### M1 wires, run 1

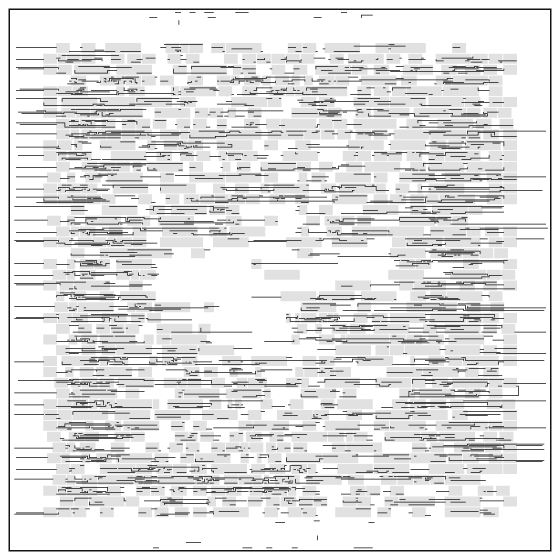
### Met2 routing, run 1

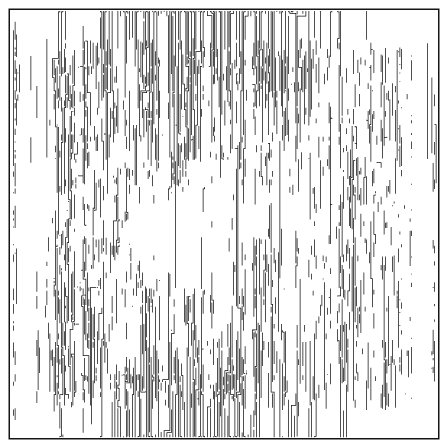
### Met4 routing, run 1

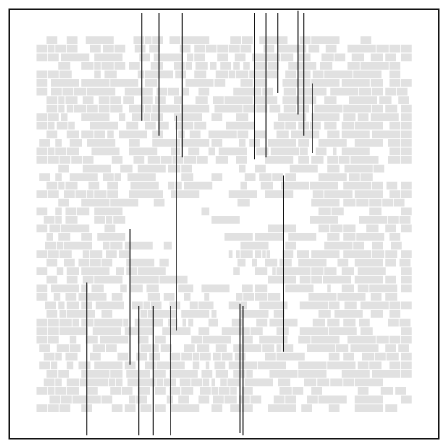
### Routing congestion, run 1

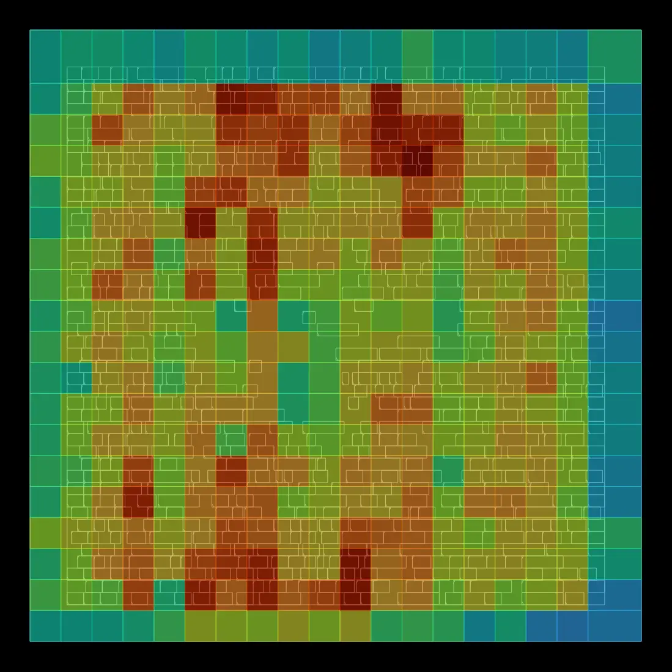
## src/rtl/alu_share_arbiter.sv

```systemverilog
// Round-robin arbiter sharing one combinational ALU between two requesters.
// Optional saturating performance counters are enabled with `define ALU_ARB_PERF_EN.
module alu_share_arbiter #(
    parameter int LEN  = 32,
    parameter int TAGW = 4
) (
    input  logic            clk,
    input  logic            rst,

    input  logic            r0_req_valid,
    output logic            r0_req_ready,
    input  logic [LEN-1:0]  r0_op1,
    input  logic [LEN-1:0]  r0_op2,
    input  logic [3:0]      r0_ctrl,
    input  logic [TAGW-1:0] r0_tag,
    output logic            r0_resp_valid,
    input  logic            r0_resp_ready,
    output logic [LEN-1:0]  r0_result,
    output logic            r0_zero,
    output logic [TAGW-1:0] r0_resp_tag,

    input  logic            r1_req_valid,
    output logic            r1_req_ready,
    input  logic [LEN-1:0]  r1_op1,
    input  logic [LEN-1:0]  r1_op2,
    input  logic [3:0]      r1_ctrl,
    input  logic [TAGW-1:0] r1_tag,
    output logic            r1_resp_valid,
    input  logic            r1_resp_ready,
    output logic [LEN-1:0]  r1_result,
    output logic            r1_zero,
    output logic [TAGW-1:0] r1_resp_tag,

    output logic [LEN-1:0]  alu_op1,
    output logic [LEN-1:0]  alu_op2,
    output logic [3:0]      alu_ctrl,
    input  logic [LEN-1:0]  alu_result,
    input  logic            alu_zero
`ifdef ALU_ARB_PERF_EN
    ,
    output logic [31:0]     perf_grant0,
    output logic [31:0]     perf_grant1,
    output logic [31:0]     perf_stall
`endif
);

    typedef enum logic [1:0] {
        IDLE,
        EXEC,
        RESP
    } state_t;

    state_t          state, state_nx;
    logic            rr;
    logic            gnt_any;
    logic            gnt_id;
    logic            accept;
    logic            resp_ready_sel;

    logic [LEN-1:0]  op1_q, op2_q;
    logic [3:0]      ctrl_q;
    logic [TAGW-1:0] tag_q;
    logic            id_q;

    logic [LEN-1:0]  res0_q, res1_q;
    logic            zero0_q, zero1_q;
    logic [TAGW-1:0] rtag0_q, rtag1_q;

    // rr only matters under contention; a lone requester always wins.
    always_comb begin
        gnt_any = r0_req_valid | r1_req_valid;
        if (r0_req_valid && r1_req_valid) begin
            gnt_id = rr;
        end else begin
            gnt_id = r1_req_valid;
        end
    end

    always_ff @(posedge clk or posedge rst) begin
        if (rst) begin
            state <= IDLE;
        end else begin
            state <= state_nx;
        end
    end

    always_comb begin
        state_nx       = state;
        r0_req_ready   = 1'b0;
        r1_req_ready   = 1'b0;
        r0_resp_valid  = 1'b0;
        r1_resp_valid  = 1'b0;
        resp_ready_sel = 1'b0;
        case (state)
            IDLE: begin
                // ready is masked while rst is high so nothing looks accepted during reset
                if (!rst) begin
                    r0_req_ready = gnt_any && !gnt_id;
                    r1_req_ready = gnt_any &&  gnt_id;
                end
                if (gnt_any) begin
                    state_nx = EXEC;
                end
            end
            EXEC: begin
                state_nx = RESP;
            end
            RESP: begin
                r0_resp_valid  = !id_q;
                r1_resp_valid  =  id_q;
                resp_ready_sel = id_q ? r1_resp_ready : r0_resp_ready;
                if (resp_ready_sel) begin
                    state_nx = IDLE;
                end
            end
            default: begin
                state_nx = IDLE;
            end
        endcase
    end

    assign accept = (r0_req_valid && r0_req_ready) || (r1_req_valid && r1_req_ready);

    always_ff @(posedge clk or posedge rst) begin
        if (rst) begin
            rr      <= 1'b0;
            op1_q   <= '0;
            op2_q   <= '0;
            ctrl_q  <= '0;
            tag_q   <= '0;
            id_q    <= 1'b0;
            res0_q  <= '0;
            res1_q  <= '0;
            zero0_q <= 1'b0;
            zero1_q <= 1'b0;
            rtag0_q <= '0;
            rtag1_q <= '0;
        end else begin
            if (accept) begin
                op1_q  <= gnt_id ? r1_op1  : r0_op1;
                op2_q  <= gnt_id ? r1_op2  : r0_op2;
                ctrl_q <= gnt_id ? r1_ctrl : r0_ctrl;
                tag_q  <= gnt_id ? r1_tag  : r0_tag;
                id_q   <= gnt_id;
                rr     <= !gnt_id;
            end
            // Per-requester result registers keep the idle side's last response intact.
            if (state == EXEC) begin
                if (id_q) begin
                    res1_q  <= alu_result;
                    zero1_q <= alu_zero;
                    rtag1_q <= tag_q;
                end else begin
                    res0_q  <= alu_result;
                    zero0_q <= alu_zero;
                    rtag0_q <= tag_q;
                end
            end
        end
    end

    assign alu_op1     = op1_q;
    assign alu_op2     = op2_q;
    assign alu_ctrl    = ctrl_q;

    assign r0_result   = res0_q;
    assign r0_zero     = zero0_q;
    assign r0_resp_tag = rtag0_q;
    assign r1_result   = res1_q;
    assign r1_zero     = zero1_q;
    assign r1_resp_tag = rtag1_q;

`ifdef ALU_ARB_PERF_EN
    always_ff @(posedge clk or posedge rst) begin
        if (rst) begin
            perf_grant0 <= '0;
            perf_grant1 <= '0;
            perf_stall  <= '0;
        end else begin
            if (accept && !gnt_id && perf_grant0 != '1) begin
                perf_grant0 <= perf_grant0 + 32'd1;
            end
            if (accept && gnt_id && perf_grant1 != '1) begin
                perf_grant1 <= perf_grant1 + 32'd1;
            end
            if (state == RESP && !resp_ready_sel && perf_stall != '1) begin
                perf_stall <= perf_stall + 32'd1;
            end
        end
    end
`endif

endmodule

```

## config.mk

```make
export PLATFORM = sky130hd
export DESIGN_NAME = alu_share_arbiter
export DESIGN_NICKNAME = d
export VERILOG_FILES = /design/src/rtl/alu_share_arbiter.sv
export SDC_FILE = /design/constraint.sdc
export NUM_CORES = 1
export LEC_CHECK = 0
export CAP_MARGIN = 0
export CORE_MARGIN = 8
export CORE_UTILIZATION = 43
export DETAILED_ROUTE_END_ITERATION = 8
export PLACE_DENSITY_LB_ADDON = 0.2
export SETUP_SLACK_MARGIN = 0.15
export SYNTH_ARGS = -nofsm -noshare
export SYNTH_HDL_FRONTEND = slang
export SYNTH_SLANG_ARGS = --single-unit
```

## constraint.sdc

```tcl
create_clock -name clk -period 9.15 [get_ports clk]
set_clock_uncertainty 0.05 [all_clocks]
set_input_delay 1.83 -clock clk [delete_from_list [all_inputs] [get_ports clk]]
set_output_delay 1.83 -clock clk [all_outputs]
set_load 0.02 [all_outputs]
```

==> Slide: Implementation Results, run 1 <==
Physical Implementation Snapshot

Power
  – Seq power: ~1.2 mW
  – Leakage: 3.93 nW
  – Net Sw Frac: 0.354
  – Switch Pwr: ~1.3 mW
  – Comb power frac: 0.487

Synth
  – Post-synthesis register bit count: about 150
  – Mapped Cells: between 400 and 500
  – Main flop type: dfrtp_1
  – Synth top area share: 0.605
  – Commonest cells post-synth: 150 x dfrtp_1, 72 x o221a_2, 72 x or3_1, 42 x mux2_2, 33 x mux2_1
  – Ao+oa area frac: 0.133
  – Yosys stat cell total: 431
  – Synth cell types: 23
  – And+or+nand+nor area frac: 0.0882

Detailed routing
  – Initial detailed-routing violation count: ~300
  – Final ANT Viol Nets: 0
  – Met1 Routed Length: roughly 7500 um
  – Vias/cell: 5.35
  – Residual DRC: 0
  – Detailed Routing Iterations Pass 1: 4
  – WL met3: about 2400 um

Worst setup path
  – Crit Reg-Reg Endpoint: alu_op2[4]
  – Crit path DAT: around 4.0 ns
  – Crit Path Max Fanout: roughly 74
  – Worst path bufs/invs: 2
  – CP startpoint kind: primary input
  – Worst r2r src: state[1]

Die
  – Die Span Y: between 100 and 150 um
  – IO Pins: around 330

Timing
  – Tmin final: about 6 ns
  – Max Slew Vio Count: 0
  – Fin crit share: 0.643
  – WHS: between 0.4 and 0.5 ns

Finish
  – Clock buffer count: 20
  – Nonclk buf count: about 330
  – Flop count: 150
  – Sequential share of cell area: 0.370
  – FILL cells: approximately 1000
  – Comb gate area: roughly 2200 um2

GRT
  – Vias in the first global route: 5517
  – Global router's overall resource usage: 0.222
  – Grt met1 use: 0.239

Placement
  – Port bufs: between 300 and 400
  – Pre-CTS setup slack: ~3.3 ns
  – Post-DP HPWL: 15300 um

Worst hold path
  – Hold depth: 1

Clock tree
  – Clk_lat worst skew: 0.42 ns

Run status
  – Status: completed
Notes on 'M1 wires' above:
longest straight run: 35.9 um
nets with wire on the layer: 800
wire length on this layer: 7510 um
main direction: horizontal
share of all routed wire: 36%

Notes on 'Met2 routing' above:
share of all routed wire: 49%
nets with wire on the layer: 843
main direction: vertical
M2 GR Usage: 0.366
Detailed Route WL: 20700 um
vias: 5027

Notes on 'Met4 routing' above:
share of all routed wire: 3.6%
nets with wire on the layer: 16
main direction: vertical
longest straight run: 68.0 um
wire length on this layer: 747 um

Notes on 'Routing congestion' above:
global-route met3 utilization: 0.102
Routed WL per cell: 22.1 um
Most Crowded Layer GR: met2
Core Util, Final: 0.708

### Cell density map, run 1

The bar under the picture is 50 um long. The die is cut into 14 by 14 equal tiles; dark blue is low, red is high, 0 to 100% covered.
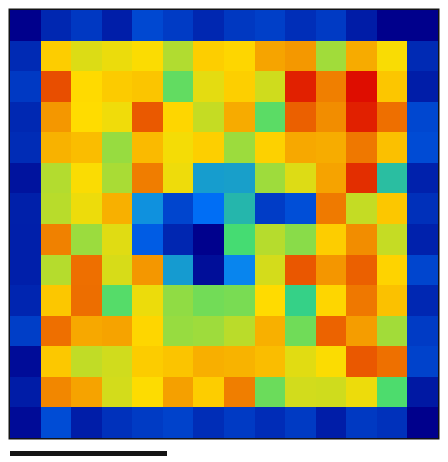

==> inputs of run 2 (changes only) <==
Settings changed: CORE_UTILIZATION 43 to 36.
Clock period 9.15 ns to 5.35 ns, I/O delays scaled along.
### Cell density map, run 2

The bar under the picture is 50 um long. The die is cut into 15 by 15 equal tiles; dark blue is low, red is high, 0 to 100% covered.
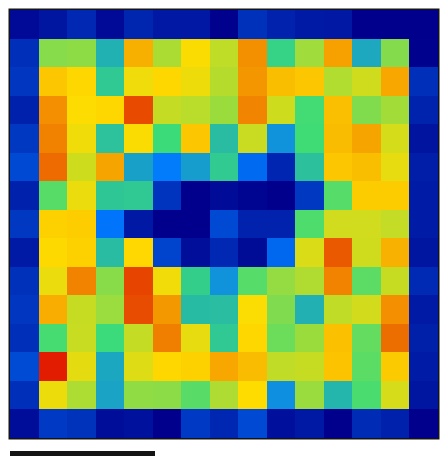
mean over tiles: 46%
fullest tile: 97%
emptiest ninth of the die: middle
nearly empty tiles: 5.8%
Core Util, Final: 0.600
core area: 17100 um2
Core Util at FP: 0.363

### Met2 routing, run 2

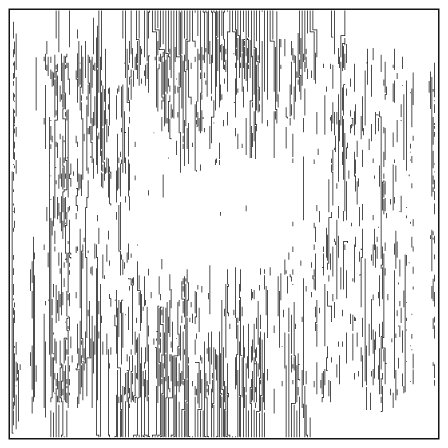
vias: 4988
Detailed Route WL: 20900 um
M2 GR Usage: 0.323

==> Slide: Implementation Results, run 2 <==
Physical Implementation Snapshot

Clock tree
  – H-tree depth: 4
  – Clk_lat worst skew: approximately 0.4 ns
  – Clock-pin slew on the worst setup and hold paths: 0.06 ns
  – CTS tree: yes
  – CTS Buf Count: 17

Detailed routing
  – Vias/cell: 5.08
  – Final ANT Viol Nets: 0
  – Met1 Routed Length: ~8000 um
  – Detailed Routing Iterations Pass 1: 4
  – Max Used Layer: met4
  – WL met2: approximately 10000 um
  – WL met3: 1930 um
  – Routed WL per cell: 21.3 um
  – Initial detailed-routing violation count: between 200 and 250
  – Residual DRC: 0

Timing
  – WHS: approximately 0.44 ns
  – Setup TNS: 0 ns
  – Fmax: 228 MHz
  – Tmin final: ~4.4 ns
  – Fin crit share: 0.818
  – Max Slew Vio Count: 0
  – Worst-margin pin slew: approximately 1.1 ns
  – Setup WS post-layout: 0.972 ns

GRT
  – Largest net degree at the start of global routing: ~120
  – Global-route met3 utilization: 0.0812
  – Grt ovf: 0
  – Global router's overall resource usage: 0.191
  – Most Crowded Layer GR: met2
  – Grt met1 use: 0.207
  – Vias in the first global route: about 5600

Die
  – IO Pins: approximately 330
  – Die Span Y: 147 um
  – TAP cells: between 200 and 250

Synth
  – Post-synthesis register bit count: roughly 150
  – Synthesized area per cell: ~14 um2
  – Ao+oa area frac: 0.133
  – Main flop type: dfrtp_1
  – Xor/xnor share: 0
  – Commonest cells post-synth: 150 x dfrtp_1, 72 x o221a_2, 72 x or3_1, 42 x mux2_2, 33 x mux2_1
  – Mapped Cells: 431
  – Yosys stat cell total: 431
  – Top cells, area: dfrtp_1 61%, o221a_2 13%, mux2_2 7.6%
  – Synth cell types: 23
  – Synth top area share: 0.605
  – And+or+nand+nor area frac: 0.0882
  – Synthesized net count: between 600 and 700

Finish
  – Clock buffer count: 20
  – FILL cells: between 1000 and 1500
  – Combinational fraction of the cell area: 0.218
  – Nets: about 900
  – Largest cell class by area: flip-flops and latches
  – Nonclk buf count: between 300 and 400
  – Flop count: ~150
  – Clock-cell share of area: 0.0620
  – Layout cells sized above 1: 0.206
  – Comb gate area: about 2200 um2
  – Register area: between 3000 and 4000 um2
  – Sequential share of cell area: 0.367

Power
  – Leakage: approximately 4.0 nW
  – Net Sw Frac: 0.353
  – Comb power frac: 0.484
  – Switch Pwr: 2.26 mW
  – Internal: about 4.1 mW
  – Peak VDD IR: between 200 and 300 uV
  – Clock Power Share: 0.196
  – Seq power: slightly above 2 mW

Worst setup path
  – Crit path DAT: 3.26 ns
  – Cell Chain, Critical Path: clkdlybuf4s50_1 > or4b_4 > nor2_1 > clkdlybuf4s50_1
  – Cells on worst reg2reg path: 4
  – Delay-heaviest family, CP: buffers and inverters
  – CP startpoint kind: primary input
  – Worst r2r src: state[1]
  – Crit Path Max Fanout: ~74
  – Crit Reg-Reg Endpoint: alu_op1[22]
  – Worst path bufs/invs: 2
  – Cell repeated most along the worst path: clkdlybuf4s50_1

Run status
  – Status: completed

Placement
  – Area after DPL: 9600 um2
  – Placed Cells: approximately 950
  – Post-DP HPWL: 15600 um
  – Pre-CTS setup slack: around 0.95 ns
  – Port bufs: 328

Worst hold path
  – Hold depth: 1
No activity file was given, so power comes from the tool's default toggle rates.
